==> src/rtl/ram_burst_reader_pkg.sv <==
// ram_burst_reader shared types.
// FSM state encoding and the stream handshake helper.
package ram_burst_reader_pkg;

  typedef enum logic [1:0] {
    S_IDLE  = 2'd0,
    S_ISSUE = 2'd1,
    S_DRAIN = 2'd2
  } state_e;

  function automatic logic hs(
    input logic v,
    input logic r
  );
    return v & r;
  endfunction

endpackage

==> src/rtl/ram_burst_reader_fifo.sv <==
// stream_fifo: first-word-fall-through FIFO.
// Output reads as zero while empty.
module stream_fifo #(
  parameter int W     = 65,
  parameter int DEPTH = 4
) (
  input  logic                       clk,
  input  logic                       rst_n,
  input  logic                       i_push,
  input  logic [W-1:0]               i_din,
  input  logic                       i_pop,
  output logic [W-1:0]               o_dout,
  output logic [$clog2(DEPTH):0]     o_count,
  output logic                       o_full,
  output logic                       o_empty
);
  localparam int AW = $clog2(DEPTH);
  localparam int CW = AW + 1;

  logic [W-1:0]  r_mem [DEPTH];
  logic [AW-1:0] r_wp;
  logic [AW-1:0] r_rp;
  logic [CW-1:0] r_count;
  logic          w_push;
  logic          w_pop;

  assign o_count = r_count;
  assign o_full  = (r_count == CW'(DEPTH));
  assign o_empty = (r_count == '0);
  assign o_dout  = o_empty ? '0 : r_mem[r_rp];
  assign w_push  = i_push && !o_full;
  assign w_pop   = i_pop && !o_empty;

  always_ff @(posedge clk) begin
    if (w_push) begin
      r_mem[r_wp] <= i_din;
    end
  end

  always_ff @(posedge clk or negedge rst_n) begin
    if (!rst_n) begin
      r_wp    <= '0;
      r_rp    <= '0;
      r_count <= '0;
    end else begin
      if (w_push) begin
        r_wp <= r_wp + AW'(1);
      end
      if (w_pop) begin
        r_rp <= r_rp + AW'(1);
      end
      unique case ({w_push, w_pop})
        2'b10:   r_count <= r_count + CW'(1);
        2'b01:   r_count <= r_count - CW'(1);
        default: r_count <= r_count;
      endcase
    end
  end

endmodule

==> src/rtl/ram_burst_reader.sv <==
// ram_burst_reader: burst reads from a fixed-latency RAM
// into a credit-guarded valid/ready stream.
module ram_burst_reader
  import ram_burst_reader_pkg::*;
#(
  parameter int DATA_W     = 64,
  parameter int ADDR_W     = 8,
  parameter int LEN_W      = 9,
  parameter int RD_LATENCY = 1,
  parameter int FIFO_DEPTH = 4
) (
  input  logic              clk,
  input  logic              rst_n,
  input  logic              i_start,
  input  logic [ADDR_W-1:0] i_base_addr,
  input  logic [LEN_W-1:0]  i_len,
  output logic              o_busy,
  output logic              o_done,
  output logic [ADDR_W-1:0] o_raddr,
  output logic              o_ren,
  input  logic [DATA_W-1:0] i_rdata,
  output logic              o_valid,
  input  logic              i_ready,
  output logic [DATA_W-1:0] o_data,
  output logic              o_last
);
  localparam int CW = $clog2(FIFO_DEPTH) + 1;
  localparam int RL = RD_LATENCY;

  state_e            r_state;
  state_e            w_state_nxt;
  logic [ADDR_W-1:0] r_addr;
  logic [ADDR_W-1:0] r_raddr;
  logic [LEN_W-1:0]  r_rem;
  logic              r_ren;
  logic              r_ren_last;
  logic              r_zero;
  logic              r_done;
  logic [RL-1:0]     r_sr_v;
  logic [RL-1:0]     r_sr_l;

  logic [ADDR_W-1:0] w_issue_addr;
  logic              w_issue;
  logic              w_issue_last;
  logic              w_accept;
  logic              w_credit;
  logic [15:0]       w_outstanding;
  logic              w_push;
  logic              w_pop;
  logic [DATA_W:0]   w_dout;
  logic [CW-1:0]     w_count;
  logic              w_full;
  logic              w_empty;

  assign o_busy  = (r_state != S_IDLE);
  assign o_done  = r_done;
  assign o_raddr = r_raddr;
  assign o_ren   = r_ren;
  assign o_valid = !w_empty;
  assign o_data  = w_dout[DATA_W-1:0];
  assign o_last  = w_dout[DATA_W];

  assign w_push   = r_sr_v[RL-1];
  assign w_pop    = hs(o_valid, i_ready);
  assign w_accept = (r_state == S_IDLE) && i_start;
  assign w_issue_addr = (r_state == S_IDLE) ? i_base_addr : r_addr;

  // Every issued word owns a FIFO slot until it is popped.
  always_comb begin
    w_outstanding = 16'(w_count) + {15'd0, r_ren};
    for (int i = 0; i < RL; i++) begin
      w_outstanding = w_outstanding + {15'd0, r_sr_v[i]};
    end
    w_credit = (w_outstanding < 16'(FIFO_DEPTH));
  end

  always_comb begin
    w_state_nxt  = r_state;
    w_issue      = 1'b0;
    w_issue_last = 1'b0;
    unique case (r_state)
      S_IDLE: begin
        if (i_start) begin
          if (i_len == '0) begin
            w_state_nxt = S_DRAIN;
          end else begin
            w_issue      = 1'b1;
            w_issue_last = (i_len == LEN_W'(1));
            w_state_nxt  = w_issue_last ? S_DRAIN : S_ISSUE;
          end
        end
      end
      S_ISSUE: begin
        if (w_credit) begin
          w_issue      = 1'b1;
          w_issue_last = (r_rem == LEN_W'(1));
          if (w_issue_last) begin
            w_state_nxt = S_DRAIN;
          end
        end
      end
      S_DRAIN: begin
        if (r_zero || (w_pop && o_last)) begin
          w_state_nxt = S_IDLE;
        end
      end
      default: w_state_nxt = S_IDLE;
    endcase
  end

  always_ff @(posedge clk or negedge rst_n) begin
    if (!rst_n) begin
      r_state    <= S_IDLE;
      r_addr     <= '0;
      r_raddr    <= '0;
      r_rem      <= '0;
      r_ren      <= 1'b0;
      r_ren_last <= 1'b0;
      r_zero     <= 1'b0;
      r_done     <= 1'b0;
      r_sr_v     <= '0;
      r_sr_l     <= '0;
    end else begin
      r_state    <= w_state_nxt;
      r_ren      <= w_issue;
      r_ren_last <= w_issue_last;
      r_done     <= (r_state == S_DRAIN) &&
                    (w_state_nxt == S_IDLE);
      r_sr_v     <= (r_sr_v << 1) | RL'(r_ren);
      r_sr_l     <= (r_sr_l << 1) | RL'(r_ren_last);
      if (w_issue) begin
        r_raddr <= w_issue_addr;
        r_addr  <= w_issue_addr + ADDR_W'(1);
      end
      if (w_accept) begin
        r_zero <= (i_len == '0);
        r_rem  <= (i_len == '0) ? '0 : i_len - LEN_W'(1);
      end else if (w_issue) begin
        r_rem  <= r_rem - LEN_W'(1);
      end
    end
  end

  stream_fifo #(
    .W     (DATA_W + 1),
    .DEPTH (FIFO_DEPTH)
  ) u_fifo (
    .clk     (clk),
    .rst_n   (rst_n),
    .i_push  (w_push),
    .i_din   ({r_sr_l[RL-1], i_rdata}),
    .i_pop   (w_pop),
    .o_dout  (w_dout),
    .o_count (w_count),
    .o_full  (w_full),
    .o_empty (w_empty)
  );

  a_no_overflow: assert property (
    @(posedge clk) disable iff (!rst_n) !(w_push && w_full)
  );

endmodule

==> config.mk <==
export PLATFORM = sky130hd
export DESIGN_NAME = ram_burst_reader
export DESIGN_NICKNAME = d
export VERILOG_FILES = /design/src/rtl/ram_burst_reader_pkg.sv /design/src/rtl/ram_burst_reader_fifo.sv /design/src/rtl/ram_burst_reader.sv
export SDC_FILE = /design/constraint.sdc
export NUM_CORES = 1
export LEC_CHECK = 0
export CAP_MARGIN = 25
export CORE_UTILIZATION = 35
export CTS_CLUSTER_DIAMETER = 150
export DETAILED_ROUTE_END_ITERATION = 8
export GPL_TIMING_DRIVEN = 0
export PLACE_DENSITY_LB_ADDON = 0.2
export SLEW_MARGIN = 10
export SYNTH_ARGS = -nofsm -noshare
export SYNTH_HDL_FRONTEND = slang
export SYNTH_SLANG_ARGS = --single-unit
==> constraint.sdc <==
create_clock -name clk -period 9.05 [get_ports clk]
set_clock_uncertainty 0.2 [all_clocks]
set_input_delay 1.3575 -clock clk [delete_from_list [all_inputs] [get_ports clk]]
set_output_delay 1.3575 -clock clk [all_outputs]
set_load 0.01 [all_outputs]
Fig. 1: run 1, signal wires on met2
Scale: 2 px per um.
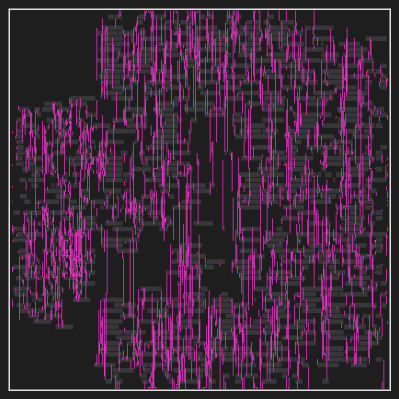
share of all routed wire = 49%
nets with wire on the layer = 869
main direction = vertical
met2 Track Usage GR: 24.7%
Post-Route WL: 25.8 mm
vias: 6714

Fig. 2: run 1, placement by cell class
Scale: 2 px per um. Fill, decap, tap and diode cells in grey.
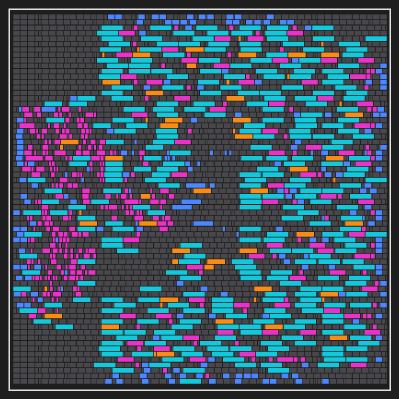
registers -> cyan  # cells 300, share of their area 58%
clock drivers and dummy loads -> orange  # cells 56, share of their area 6.6%
remaining buffers and delay cells -> blue  # cells 198, share of their area 13%
remaining logic cells -> magenta  # cells 358, share of their area 22%
core area: 34600 um2
cell area after layout: 15700 um2
Seq/total area: 56.3%

Fig. 3: run 1, routed clock nets over the placement
Scale: 3 px per um.
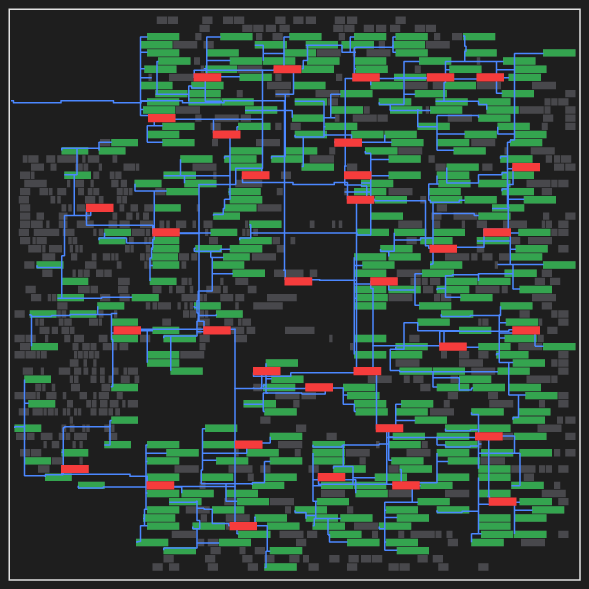
clock-net drivers -> red  # count 34
clock wires -> blue  # length 3740 um
flip-flops -> green  # count 300
flops lie = all over the die
clock network power share: 23.4%
Latency at later pin: 500 ps
Clock group: 1.24 mW

==> CHANGELOG.md, run 1 <==
### Physical design

* GR peak layer: met2
* Max reg flops at 260
* Final count of pins violating max slew at 0
* Mux area share at 12.7%
* Mi-comb count at 343
* Post-DRT Antenna Nets at 0
* IO buf count at 161
* EDFF count, synth at 260
* Pre-Place Util at 35.6%
* Post-synth net total at 788
* Nets at 990
* Seq/Total Area, Yosys at 71.4%
* CTS tree: yes
* Setup crit start: u_fifo.o_count[1]
* Metal2 WL at 12.5 mm
* Synth Register Bits at 300
* MaxCap Viol Count at 0
* Top Layout Cells: edfxtp_1 (260), clkdlybuf4s50_1 (160), and2_1 (69)
* Synth Area in Compound Gates at 3.95%
* Chip area in the Yosys report at 12300 um2
* Power per cell area at 340 nW/um2
* YS warnings at 0
* Peak VDD IR at 0.000185 V
* Synth area leader: edfxtp_1
* GR Layer Usage met3 at 3.54%
* Comb area at 3320 um2
* Postcts setup bufs at 0
* Int Power at 3.70 mW
* Combinational share of power at 39.2%
* Met1 WL at 11.5 mm
* Worst setup endpoint: o_data[20]
* Top_reg_cell synth: edfxtp_1
* Count leader, synth: edfxtp_1
* TAP cells at 455
* Main logic family after synthesis: multiplexers
* Relative slew margins at 50.1%
* Leak Pwr at 5.30 nW
* Crit Path Category: flop to output port
* Hold crit path type: flop to flop
* Avg Inst Size Synth at 17.9 um2
* Simple share at 7.90%
* Pwr top: combinational cells
* Status: complete, no violations
* Setup Viol. Count Final at 0
* Hold Vio Cnt, Final at 0
* Worst-path fanout max at 10
* Synth top cells by count: edfxtp_1 (260), and2_1 (73), mux4_2 (65), dfrtp_1 (40)
* DR WL met3 at 1.39 mm
* Cells on worst reg2reg path at 12
* Gpl congestion at 0.781
-- run 1: stage by stage --
| stage | worst slack (ps) | utilization (%) | instances | hold slack [ps] | area [um2] |
|---|---|---|---|---|---|
| after floorplan | 5910 | - | 690 | 131 | 12300 |
| after global placement | 4310 | 41.9 | 1306 | 134 | 14500 |
| after detailed placement | 5020 | 42.3 | 1311 | 143 | 14700 |
| after CTS | 4480 | 45.2 | 1367 | 155 | 15600 |
| after global routing | 4370 | 45.2 | 1367 | 171 | 15600 |
| final | 4610 | 45.2 | 1369 | 151 | 15700 |
-- run 1: worst max-delay path: cells and delay by family (launching register included) --
kind,cells,cell delay [ps]
buffers and inverters,3,1560
and+or+nand+nor,2,410
DFF,1,410
==> run 2, diff against run 1 <==
- clock period: 9.05 -> 3.7 ns (I/O delays scaled with it)
Fig. 4: run 2, signal wires on met2
Scale: 2 px per um.
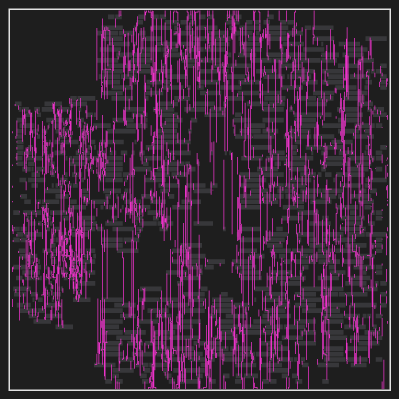
wire length on this layer = 12600 um
main direction = vertical

==> run 2 against run 1 <==
Net effect: wire length barely moved; core utilization grew 0.069 points; cell area is 0.15% higher; die size unchanged; non-clock buffer count is 1 higher; worst setup slack got worse by 4500 ps; clock power grew 150%; worst hold slack lost 1.9 ps; global-route usage is the same; first-iteration DRC count decreased by 7.0%; sequential cell count did not move; register-to-register slack got worse by 5400 ps.
==> CHANGELOG.md, run 2 <==
### Physical design

* Seq/total area at 56.2% (-0.085 points)
* Status: complete, no violations
* Nets at 991 (+0.10%)
* YS warnings at 0 (unchanged)
* Top Layout Cells: edfxtp_1 (260), clkdlybuf4s50_1 (160), and2_1 (69)
* Mux area share at 12.7% (unchanged)
* Hold Vio Cnt, Final at 0 (unchanged)
* Pre-Place Util at 35.6% (unchanged)
* Buffers & Inverters on Critical Path at 3 (unchanged)
* Max reg flops at 260 (unchanged)
* TAP cells at 455 (unchanged)
* Hold_ws at 149 ps (-1.86 ps)
* Int Power at 9.07 mW (+140%)
* EDFF count, synth at 260 (unchanged)
* Power per cell area at 831 nW/um2 (+140%)
* Top_reg_cell synth: edfxtp_1
* Setup Viol. Count Final at 0 (unchanged)
* Core area at 34600 um2 (unchanged)
* Avg Inst Size Synth at 17.9 um2 (unchanged)
* Cell area after layout at 15700 um2 (+0.15%)
* Post-synth net total at 788 (unchanged)
* Synth top cells by count: edfxtp_1 (260), and2_1 (73), mux4_2 (65), dfrtp_1 (40)
* Clock network power share at 23.3% (about the same)
* Placed Cells at 1311 (unchanged)
* Non-filler cells, final at 1370 (+0.073%)
* Placement Setup Slack at 477 ps (-4550 ps)
* Simple share at 7.90% (unchanged)
* Clock group at 3.04 mW (+150%)
* Cells on worst reg2reg path at 12 (unchanged)
* Seq/Total Area, Yosys at 71.4% (unchanged)
* Postcts setup bufs at 0 (unchanged)
* Count leader, synth: edfxtp_1
* Synth Area in Compound Gates at 3.95% (unchanged)
* Hold crit path type: flop to flop
* DP Area at 14700 um2 (unchanged)
* Setup WS post-layout at 136 ps (-4480 ps)
* Chip area in the Yosys report at 12300 um2 (unchanged)
* Worst setup endpoint: o_data[20]
* GR peak layer: met2
* Top cell family by delay on the critical path: buffers and inverters
* Gpl congestion at 0.781 (unchanged)
* Latency at later pin at 510 ps (about the same)
* Synth Register Bits at 300 (unchanged)
* CTS tree: yes
* Setup crit start: u_fifo.r_rp[1]
* Combinational share of power at 39.3% (about the same)
* MaxCap Viol Count at 0 (unchanged)
* Post-Route WL at 25.8 mm (about the same)
* Met1 WL at 11.3 mm (-1.4%)
==> run 2: cell counts after synthesis <==
Identical to the previous run, type by type.
==> run 2: worst reg2reg max path: cells and delay by family, from the launching register on <==
family	cells	cell delay, ps
AND/OR/NAND/NOR	3	280
buffers and inverters	4	1040
adder cells (fa/ha/maj)	1	140
AND-OR/OR-AND	4	560
flip-flops	1	350
==> run 2: worst min-delay path by stage <==
stage | from | endpoint | slack [ps] | depth (start not counted)
after global placement | r_ren_last | r_sr_l | 130 | 0
final | r_ren_last | r_sr_l | 150 | 0
after CTS | r_ren_last | r_sr_l | 150 | 0
after floorplan | rst_n | o_done | 60 | 0
after global routing | r_ren_last | r_sr_l | 170 | 0
after detailed placement | r_ren_last | r_sr_l | 140 | 0
==> run 3, diff against run 2 <==
- CTS_CLUSTER_DIAMETER: 150 -> 200
Fig. 5: run 3, placement by cell class
Scale: 2 px per um. Fill, decap, tap and diode cells in grey.
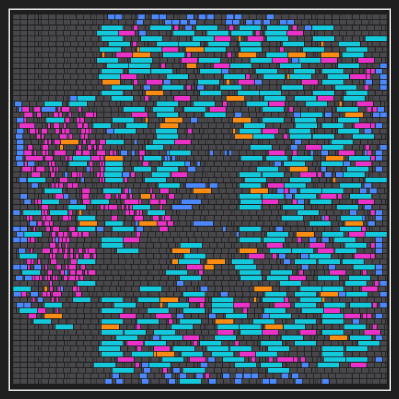
registers -> cyan  # cells 300, share of their area 58%
clock drivers and dummy loads -> orange  # cells 56, share of their area 6.6%
remaining logic cells -> magenta  # cells 358, share of their area 22%
remaining buffers and delay cells -> blue  # cells 199, share of their area 13%
Seq/total area: 56.2%
final core occ: 45.3%
row count: 68
cell area after layout: 15700 um2

==> run 3 against run 2 <==
Net effect: clock-buffer cell count unchanged; core utilization unchanged; fmax unchanged; sequential cell count unchanged; cell count unchanged; largest power group unchanged.
==> CHANGELOG.md, run 3 <==
### Physical design

* Status: complete, no violations
* Count leader, synth: edfxtp_1
* EDFF count, synth at 260 (unchanged)
* Synth Register Bits at 300 (unchanged)
* Hold_ws at 149 ps (unchanged)
* TAP cells at 455 (unchanged)
* Pre-Place Util at 35.6% (unchanged)
* WHS Endpoint: r_sr_l
* Worst setup endpoint: o_data[20]
* Top_reg_cell synth: edfxtp_1
* YS warnings at 0 (unchanged)
* DP Area at 14700 um2 (unchanged)
* CTS tree: yes
* Synth top cells by count: edfxtp_1 (260), and2_1 (73), mux4_2 (65), dfrtp_1 (40)
* Buffers & Inverters on Critical Path at 3 (unchanged)
* GR peak layer: met2
* Cells on worst reg2reg path at 12 (unchanged)
* MaxCap Viol Count at 0 (unchanged)
* Postcts setup bufs at 0 (unchanged)
* Top Layout Cells: edfxtp_1 (260), clkdlybuf4s50_1 (160), and2_1 (69)
* Hold Crit Depth at 0 (unchanged)
* Hold Vio Cnt, Final at 0 (unchanged)
* Combinational share of power at 39.3% (about the same)
* Avg Inst Size Synth at 17.9 um2 (unchanged)
* Hold Startpoint: r_ren_last
## run 3: layer usage
layer / part of all wire (%) / up-vias
met5: 0 / -
met4: 1.5 / 0
met3: 5.9 / 32
met2: 49 / 169
met1: 44 / 3397
li1: - / 3110
## run 3: cells by family (layout without fill, tap and decap cells)
logic type      after synthesis  in the layout  share of synthesized area [%]
flops                       300            300                           71.4
simple gates                169            169                           7.90
mux                          75             75                           12.7
compound gates               74             74                           3.95
buf+inv                      47            270                           1.79
fa+ha+maj                    13             13                           1.38
xor+xnor                     12             12                          0.852
other cells                   0              2                              0
## run 3: timing repair
item	4_1_cts	5_1_grt
hold buffers	1	0
resized	1	4
setup endpoints to repair	15	14
hold endpoints to repair	10	0
Power is estimated from default activity; no workload was simulated.
